## src/rtl/bcd_count_ctrl.sv

```systemverilog
// ---------------------------------------------------------------------------
// bcd_count_ctrl
//
// Single-clock sequencer for a 4-digit BCD counter feeding a multiplexed
// 7-segment display. A prescaler produces a one-cycle tick enable while the
// counter is running, and all four digits are updated together on that tick
// through a same-cycle carry/borrow chain (no ripple clocks). A small FSM
// accepts start/stop/load commands, and a free-running scan counter selects
// which digit is presented to the external BCD-to-segment converter.
//
// Ports:
//   clk        system clock
//   reset      synchronous, active-high reset
//   start      single-cycle start/resume command
//   stop       single-cycle pause command
//   load       single-cycle load command (all digits <= data_in, clamped to 9)
//   data_in    BCD value loaded into all four digits
//   up_dn      1 = count up, 0 = count down; sampled on each tick
//   ones       BCD digit 0
//   tens       BCD digit 1
//   hundreds   BCD digit 2
//   thousands  BCD digit 3
//   anode      active-low one-hot digit enable; 4'b1111 = blanked
//   digit      BCD value of the currently selected digit
//   running    high while the FSM is in RUN
//   tc         one-cycle pulse following a terminal-count tick
// ---------------------------------------------------------------------------
module bcd_count_ctrl #(
    parameter int TICK_DIV = 50000000,
    parameter int SCAN_DIV = 50000,
    parameter int WRAP     = 1
) (
    input  logic       clk,
    input  logic       reset,
    input  logic       start,
    input  logic       stop,
    input  logic       load,
    input  logic [3:0] data_in,
    input  logic       up_dn,
    output logic [3:0] ones,
    output logic [3:0] tens,
    output logic [3:0] hundreds,
    output logic [3:0] thousands,
    output logic [3:0] anode,
    output logic [3:0] digit,
    output logic       running,
    output logic       tc
);

    localparam int PRE_W  = $clog2(TICK_DIV);
    localparam int SCAN_W = (SCAN_DIV > 1) ? $clog2(SCAN_DIV) : 1;
    localparam logic [PRE_W-1:0]  PRE_LAST  = PRE_W'(TICK_DIV - 1);
    localparam logic [SCAN_W-1:0] SCAN_LAST = SCAN_W'(SCAN_DIV - 1);

    typedef enum logic [1:0] {
        IDLE,
        RUN,
        PAUSED,
        DONE
    } state_t;

    state_t              state;
    logic [PRE_W-1:0]    presc;
    logic [3:0][3:0]     digs;
    logic [3:0][3:0]     stepped;
    logic                terminal;
    logic                tick;
    logic [3:0]          load_val;
    logic [SCAN_W-1:0]   scan_cnt;
    logic [1:0]          sel;
    logic                blank;

    // The tick fires on the last prescaler count while running. Loaded values
    // above 9 are not valid BCD, so they are clamped to 9 before storage.
    assign tick     = (state == RUN) && (presc == PRE_LAST);
    assign load_val = (data_in > 4'd9) ? 4'd9 : data_in;

    // Carry/borrow chain across all four digits evaluated in one cycle. The
    // chain enters digit 0 as a constant 1 (the tick itself); a digit passes
    // it on only when it wraps (9->0 up, 0->9 down). If the chain survives
    // past the top digit every digit wrapped, which is exactly the terminal
    // count (9999 up or 0000 down), and the stepped value is already the
    // rolled-over value.
    always_comb begin
        logic carry;
        stepped = digs;
        carry   = 1'b1;
        for (int i = 0; i < 4; i++) begin
            if (carry) begin
                if (up_dn) begin
                    if (digs[i] == 4'd9) begin
                        stepped[i] = 4'd0;
                        carry      = 1'b1;
                    end else begin
                        stepped[i] = digs[i] + 4'd1;
                        carry      = 1'b0;
                    end
                end else begin
                    if (digs[i] == 4'd0) begin
                        stepped[i] = 4'd9;
                        carry      = 1'b1;
                    end else begin
                        stepped[i] = digs[i] - 4'd1;
                        carry      = 1'b0;
                    end
                end
            end
        end
        terminal = carry;
    end

    // Command FSM, prescaler, digit registers and the terminal-count pulse.
    // In RUN only stop matters; a terminal tick without wrap wins over stop
    // and parks the counter in DONE with its digits held. A stop landing on a
    // tick still applies that tick's update. Outside RUN, load beats start,
    // and start is refused in DONE. The prescaler restarts from 0 each time
    // RUN is entered so the first tick is a full TICK_DIV cycles away.
    always_ff @(posedge clk) begin
        if (reset) begin
            state <= IDLE;
            digs  <= '0;
            presc <= '0;
            tc    <= 1'b0;
        end else begin
            tc <= tick && terminal;
            case (state)
                RUN: begin
                    presc <= tick ? '0 : presc + 1'b1;
                    if (tick && terminal && (WRAP == 0)) begin
                        state <= DONE;
                    end else begin
                        if (tick) begin
                            digs <= stepped;
                        end
                        if (stop) begin
                            state <= PAUSED;
                        end
                    end
                end
                default: begin
                    if (load) begin
                        digs  <= {4{load_val}};
                        state <= PAUSED;
                    end else if (start && (state != DONE)) begin
                        state <= RUN;
                        presc <= '0;
                    end
                end
            endcase
        end
    end

    // Display scan timing runs in every state, independent of the FSM, so
    // the display keeps refreshing while idle, paused or done.
    always_ff @(posedge clk) begin
        if (reset) begin
            scan_cnt <= '0;
            sel      <= 2'd0;
        end else if (scan_cnt == SCAN_LAST) begin
            scan_cnt <= '0;
            sel      <= sel + 2'd1;
        end else begin
            scan_cnt <= scan_cnt + 1'b1;
        end
    end

    // Digit mux and leading-zero blanking. An upper digit is dark when it and
    // every digit above it are zero; the ones digit is always lit. The digit
    // value is still reported while the anode is blanked.
    always_comb begin
        digit = digs[sel];
        blank = 1'b0;
        case (sel)
            2'd1:    blank = (digs[3] == 4'd0) && (digs[2] == 4'd0) && (digs[1] == 4'd0);
            2'd2:    blank = (digs[3] == 4'd0) && (digs[2] == 4'd0);
            2'd3:    blank = (digs[3] == 4'd0);
            default: blank = 1'b0;
        endcase
        anode = blank ? 4'b1111 : ~(4'b0001 << sel);
    end

    assign ones      = digs[0];
    assign tens      = digs[1];
    assign hundreds  = digs[2];
    assign thousands = digs[3];
    assign running   = (state == RUN);

endmodule

```

## config.mk

```make
export PLATFORM = sky130hd
export DESIGN_NAME = bcd_count_ctrl
export DESIGN_NICKNAME = d
export VERILOG_FILES = /design/src/rtl/bcd_count_ctrl.sv
export SDC_FILE = /design/constraint.sdc
export NUM_CORES = 1
export LEC_CHECK = 0
export CAP_MARGIN = 10
export CORE_MARGIN = 1
export CORE_UTILIZATION = 42
export CTS_CLUSTER_SIZE = 10
export DETAILED_ROUTE_END_ITERATION = 10
export HOLD_SLACK_MARGIN = 0.06
export PLACE_DENSITY = 0.63
export RECOVER_POWER = 50
export SYNTH_ARGS = -nofsm -noshare
export SYNTH_HDL_FRONTEND = slang
export SYNTH_SLANG_ARGS = --single-unit
```

## constraint.sdc

```tcl
create_clock -name clk -period 4.47 [get_ports clk]
set_input_delay 1.1175 -clock clk [delete_from_list [all_inputs] [get_ports clk]]
set_output_delay 1.1175 -clock clk [all_outputs]
set_load 0.1 [all_outputs]
```

Fig. 1: run 1, selected gate families
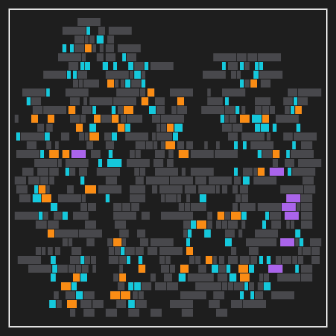
| color | family | cells | most used |
|---|---|---|---|
| purple | fa/ha/maj cells | 7 | ha_1 |
| orange | and/or cells | 45 | and3_1 |
| cyan | nor cells | 101 | nor2_1 |
Final Non-Filler Cells: 603
logic share of the area: 54.6%
most frequent logic cell in the layout: dfxtp_1

Fig. 2: run 1, nets reached from selected ports
The bar under the picture is 20 um long.
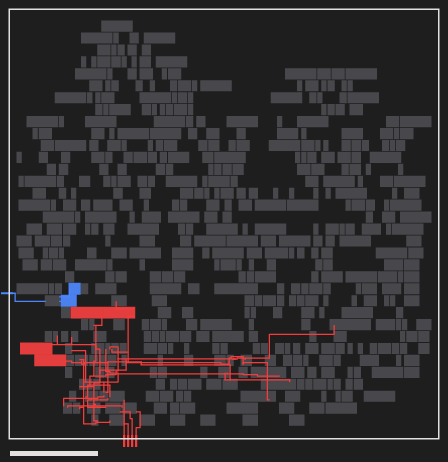
| color | port | direction | edge | end cells | buffers | wire |
|---|---|---|---|---|---|---|
| red | `ones` | output | south | 4 | 4 | 439 um |
| blue | `stop` | input | west | 2 | 1 | 14.3 um |
I/O pin cnt: 36
port bufs: 35

Fig. 3: run 1, sequential cells colored by netlist name
The bar under the picture is 20 um long.
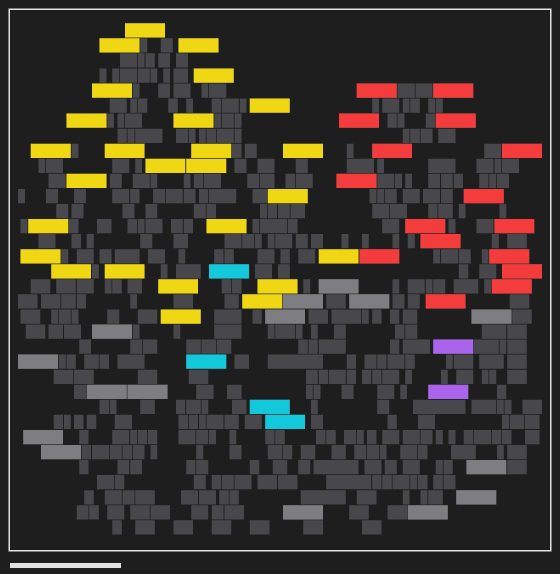
| color | name in the netlist | sequential cells |
|---|---|---|
| yellow | `presc` | 26 |
| red | `scan_cnt` | 16 |
| purple | `sel` | 2 |
| cyan | `hundreds` | 4 |
not colored: 15
sequential power: 620 uW
Finished Core Util: 49.3%
fraction of area in registers: 29.2%
Storage cell area: 0.00126 mm^2

-- run 1: stage by stage --
stage / worst slack (ns) / instances
after floorplan: 0.594 / 474
after global placement: 0.854 / 588
after detailed placement: 0.818 / 588
after CTS: 0.852 / 603
after global routing: 0.695 / 603
final: 0.882 / 603
-- run 1: sequential cells by signal (all words and copies together) (netlist names) --
signal,flops
presc,26
scan_cnt,16
hundreds,4
ones,4
tens,4
thousands,4
sel,2
state,2
tc,1
-- run 1: cell usage in the layout, fill, tap and decap left out, types with 5 or more instances in the layout --
| master | n |
|---|---|
| nand2_1 | 30 |
| buf_4 | 6 |
| a31oi_1 | 10 |
| a211oi_1 | 10 |
| nand4_1 | 9 |
| nor2_1 | 58 |
| xnor2_1 | 28 |
| nor4_1 | 9 |
| clkdlybuf4s50_1 | 27 |
| xor2_1 | 11 |
| and4_1 | 8 |
| clkbuf_8 | 10 |
| clkbuf_1 | 7 |
| nand3_1 | 21 |
| a21oi_1 | 18 |
| mux2i_1 | 6 |
| or2_2 | 6 |
| nor2b_1 | 9 |
| ha_1 | 7 |
| o21ai_0 | 25 |
| or3_1 | 5 |
| dfxtp_1 | 63 |
| nor3_1 | 20 |
| inv_1 | 10 |
| and3_1 | 12 |
-- run 1: worst max path at each step --
stage	startpoint	end	depth (start not counted)
after floorplan	hundreds[0]	anode[1]	4
after global placement	up_dn	thousands[1]	7
final	sel[0]	digit[3]	2
after CTS	sel[0]	digit[3]	2
after global routing	load	presc[8]	5
after detailed placement	up_dn	thousands[1]	7
-- run 1: power breakdown --
group	total (uW)	internal [uW]	switching (uW)
Clock	419	213	205
Sequential	620	577	42.8
Combinational	284	87.7	196
==> job_summary.md, run 1 <==
### Yosys + OpenROAD results

| Metric | Value |
|---|---|
| Non-clk bufs | 40 |
| Highest routed layer | met4 |
| Top cells, area | dfxtp_1 (33%), xnor2_1 (6.4%), nor2_1 (5.7%) |
| Number of synthesized flops with an enable pin | 0 |
| Comb area leader | simple AND/OR/NAND/NOR gates |
| Max FO, Critical Path | 7 |
| CP Launch Type | flop |
| Vias | 3,450 |
| Adder Share, Synth | 2.29% |
| Die Size | 0.00951 mm^2 |
| Core Rows | 34 |
| Area leader share | 32.9% |
| Final Max Slew Viols | 0 |
| Seq cells | 63 |
| ClkCell Share | 3.65% |
| DP HPWL | 6.39 mm |
| Worst hold slack | 0.471 ns |
| Inverters | 11 |
| Reg2reg path depth | 7 |
| Post-DR wirelength/cell | 15.1 um |
| Post-DR vias/cell | 5.72 |
| Reg-to-reg slack, setup | 1.75 ns |
| Cell Type Count | 63 |
| Reg-to-reg endpoint | presc[18] |
| Final nets | 508 |
| FILL cells | 860 |
| DRC violations left | 0 |
| Final WL | 9.10 mm |
| Worst-path cell chain | mux4_1 > clkdlybuf4s50_1 |
| WL met2 | 4.06 mm |
| Global-route wire length before repair | 15.5 mm |
| Synth async-reset ratio | 0% |
| Yosys chip area | 0.00383 mm^2 |
| Synth Flop Type | dfxtp_1 |
| Syn Inst Count | 474 |
| Synth area leader | dfxtp_1 |
| Status | finished, final reports clean |
| Final period util | 80.3% |
| Simple-Gate Fraction of Synth Area | 28.8% |
| Final Power | 1320 uW |
| CP peak stage delay | 0.98 ns |
| Clock transition at path regs | 0.06 ns |
| Worst hold path depth | 1 |
| Met3 wire len | 567 um |
| DR iter-0 viols | 243 |
| Gr busiest metal | met2 |
| Worst setup path class | reg2out |
| FP Core Util | 43.7% |
| M1 GR Usage | 28.1% |
| Mux area share | 4.41% |
| Max VDD drop | 0.151 mV |
| M3 GR Usage | 5.32% |
| Grt ovf | 0 |
| RR Startpoint | presc[0] |
| # diodes | 0 |
| Layout cells sized above 1 | 6.67% |
| Seq share, synth | 32.9% |
| Worst Path Buf+Inv | 1 |
| Post_cts resized | 0 |
| Largest net degree at the start of global routing | 25 |
| CTS tree | yes |
| Die W | 97.5 um |
| Clock skew | 0.00456 ns |
| Vias in the first global route | 3,086 |
| Synthesized area per cell | 8.08 um^2 |
| GR Util All Layers | 20.0% |
| Worst Setup End Kind | primary output |
| YS warnings | 0 |
| Placer Congestion | 0.839 |
| DRT met1 WL | 4.40 mm |
| Crit path DAT | 2.47 ns |
| Reported max-cap violation count | 0 |
==> run 2: changes to the inputs <==
==> constraint.sdc (replaced) <==
create_clock -name clk -period 3.4 [get_ports clk]
set_input_delay 0.85 -clock clk [delete_from_list [all_inputs] [get_ports clk]]
set_output_delay 0.85 -clock clk [all_outputs]
set_load 0.1 [all_outputs]
==> run 2 against run 1 <==
- global-route usage rose by 0.66 points
- cell count rose by 0.50%
- via count rose by 1.1%
- non-clock buffer count rose by 2
- sequential share of layout area rose by 0.22 points
- register-to-register slack got worse by 0.85 ns
- combinational power rose by 27%
- flip-flop count did not move
- first-iteration DRC count fell by 18%
- total power rose by 41%
- clock-buffer cell count fell by 1
- clock power rose by 64%
- largest cell class unchanged
==> job_summary.md, run 2 <==
### Yosys + OpenROAD results

| Metric | Value |
|---|---|
| Status | finished, final reports clean (unchanged) |
| CP Launch Type | flop (unchanged) |
| Worst Path Buf+Inv | 2 (was 1) |
| Top Layout Cells | dfxtp_1 (63), nor2_1 (58), nand2_1 (30) (unchanged) |
| Synth Flop Type | dfxtp_1 (unchanged) |
| Clock transition at path regs | 0.07 ns (was 0.06 ns) |
| # diodes | 0 (unchanged) |
| Grt ovf | 0 (unchanged) |
| Final Non-Filler Cells | 606 (was 603) |
| Synth async-reset ratio | 0% (unchanged) |
| Adder Share, Synth | 2.29% (unchanged) |
| Critical Path End | anode[1] (was digit[3]) |
| Reg-to-reg slack, setup | 0.90 ns (was 1.75 ns) |
| Simple-Gate Fraction of Synth Area | 28.8% (unchanged) |
| I/O pin cnt | 36 (unchanged) |
| Reg2reg path depth | 8 (was 7) |
| RR Startpoint | presc[0] (unchanged) |
| Comb area leader | simple AND/OR/NAND/NOR gates (unchanged) |
| Number of synthesized flops with an enable pin | 0 (unchanged) |
| Core Rows | 34 (unchanged) |
| Clock skew | 0.0102 ns (was 0.00456 ns) |
| Cell Type Count | 63 (unchanged) |
| Setup slack after layout | 0.494 ns (was 0.882 ns) |
| Max reg flops | 26 (unchanged) |
| Layout cells sized above 1 | 9.84% (was 6.67%) |
| Worst Setup End Kind | primary output (unchanged) |
| Worst-path cell chain | inv_1 > ha_1 > a31o_2 > a21oi_1 > o21ai_2 > buf_4 (was mux4_1 > clkdlybuf4s50_1) |
| Final WL | 9.33 mm (was 9.10 mm) |
| Placer Congestion | 0.846 (was 0.839) |
| Leakage power | 0.00147 uW (about the same) |
| Most frequent logic cell in the layout | dfxtp_1 (unchanged) |
| Combinational power share | 19.4% (was 21.4%) |
| Post-DR vias/cell | 5.76 (was 5.72) |
| Most flop-heavy register | presc (unchanged) |
| Post_cts resized | 0 (unchanged) |
| Inst Count DP | 590 (was 588) |
| Yosys chip area | 0.00383 mm^2 (unchanged) |
| Switching fraction of total power | 32.6% (was 33.6%) |
| Clock network power share | 36.8% (was 31.7%) |
| Synthesized area per cell | 8.08 um^2 (unchanged) |
| Mux area share | 4.41% (unchanged) |
| Post-DR wirelength/cell | 15.4 um (was 15.1 um) |
| CP Depth | 6 (was 2) |
| CP peak stage delay | 0.56 ns (was 0.98 ns) |
| Pint | 1260 uW (was 879 uW) |
| Area leader share | 32.9% (unchanged) |
| Max FO, Critical Path | 7 (unchanged) |
| Die Size | 0.00951 mm^2 (unchanged) |
| Synth area leader | dfxtp_1 (unchanged) |
| Port bufs | 35 (unchanged) |
| GR Util All Layers | 20.7% (was 20.0%) |
| Final Max Slew Viols | 0 (unchanged) |
| FILL cells | 867 (was 860) |
| Seq pwr share | 43.8% (was 46.9%) |
| YS warnings | 0 (unchanged) |
| Worst setup path class | reg2out (unchanged) |
| Sw power | 607 uW (was 444 uW) |
| Top cells, area | dfxtp_1 (33%), xnor2_1 (6.4%), nor2_1 (5.7%) (unchanged) |
| DRC violations left | 0 (unchanged) |
| Biggest regs | presc x26, scan_cnt x16 (unchanged) |
| Reported max-cap violation count | 0 (unchanged) |
| Critical path origin | sel[0] (unchanged) |
| Syn Inst Count | 474 (unchanged) |
| Final nets | 510 (was 508) |
| DR iter-0 viols | 199 (was 243) |
| Reg-to-reg endpoint | presc[19] (was presc[18]) |
| Vias in the first global route | 3,266 (was 3,086) |
| Max VDD drop | 0.262 mV (was 0.151 mV) |
| Global-route wire length before repair | 16.0 mm (was 15.5 mm) |
| Die W | 97.5 um (unchanged) |
| CTS tree | yes (unchanged) |
run 2: cell types whose count changed in the layout (fill, tap and decap cells not counted), moves of 2 or more:
cell,previous run,this run
clkbuf_8,10,12
dlygate4sd3_1,4,2
clkbuf_1,7,21
o21ai_2,0,3
clkdlybuf4s50_1,27,7
buf_4,6,13
o21ai_1,3,0
run 2: power by group through the flow:
stage / Combinational (uW) / Sequential [uW] / Clock (uW)
detailed placement: 372 / 832 / 0
global placement: 371 / 831 / 0
CTS: 374 / 816 / 705
floorplan: 220 / 900 / 0
finish: 360 / 816 / 686
global route: 385 / 823 / 735
run 2: metrics by stage:
stage                     hold WS, ns  total power, uW
after floorplan                 0.418             1120
after global placement          0.431             1200
after detailed placement        0.439             1200
after CTS                       0.453             1890
after global routing            0.467             1940
final                           0.458             1860
run 2: cell type report:
cell class	instances	area, um^2	share of cell area [%]
multi-input combinational	366	2380	55.5
sequential	63	1260	29.4
timing repair buffer	42	263	6.13
clock buffer	13	169	3.94
tap	108	135	3.15
inverter	11	41.3	0.963
clock inverter	3	40.0	0.934
run 2: how the worst min path moves through the flow:
stage,start,to,slack [ns]
2_1_floorplan,scan_cnt[0],scan_cnt[0],0.42
6_report,scan_cnt[0],scan_cnt[0],0.46
4_1_cts,scan_cnt[0],scan_cnt[0],0.45
5_1_grt,scan_cnt[0],scan_cnt[0],0.47
3_5_place_dp,scan_cnt[0],scan_cnt[0],0.44
3_3_place_gp,scan_cnt[0],scan_cnt[0],0.43
run 2: layer usage:
layer / share of wire [%] / GRT usage (%) / up-vias
met4: 1.6 / 7.13 / 0
met2: 45 / 32.0 / 97
met3: 5.4 / 4.24 / 13
li1: - / - / 1761
met1: 48 / 28.5 / 1618
met5: 0 / 0 / -
Fig. 4: run 2, routing congestion map
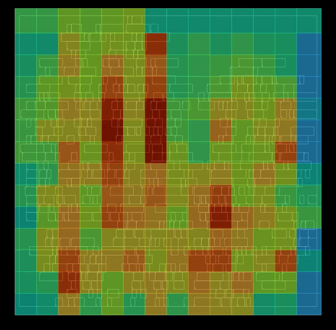
gr busiest metal: met2
met2 usage: 32.0%
Finished Core Util: 48.9%

Fig. 5: run 2, sequential cells colored by netlist name
The bar under the picture is 20 um long.
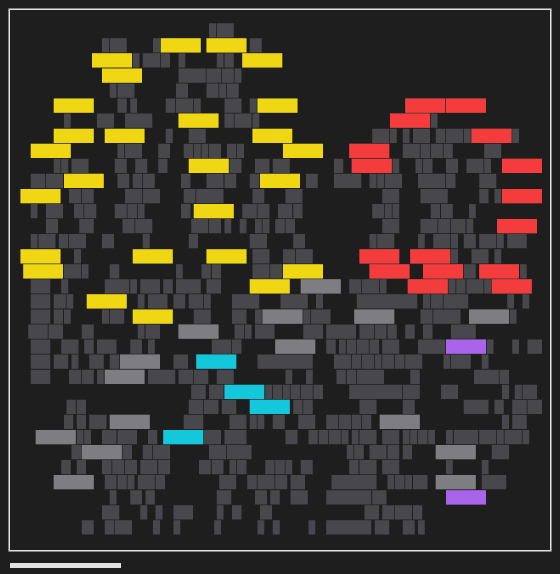
| color | name in the netlist | sequential cells |
|---|---|---|
| cyan | `hundreds` | 4 |
| yellow | `presc` | 26 |
| purple | `sel` | 2 |
| red | `scan_cnt` | 16 |
not colored: 15
sequential power: 816 uW
fraction of area in registers: 29.4%

No activity file was given, so power comes from the tool's default toggle rates.
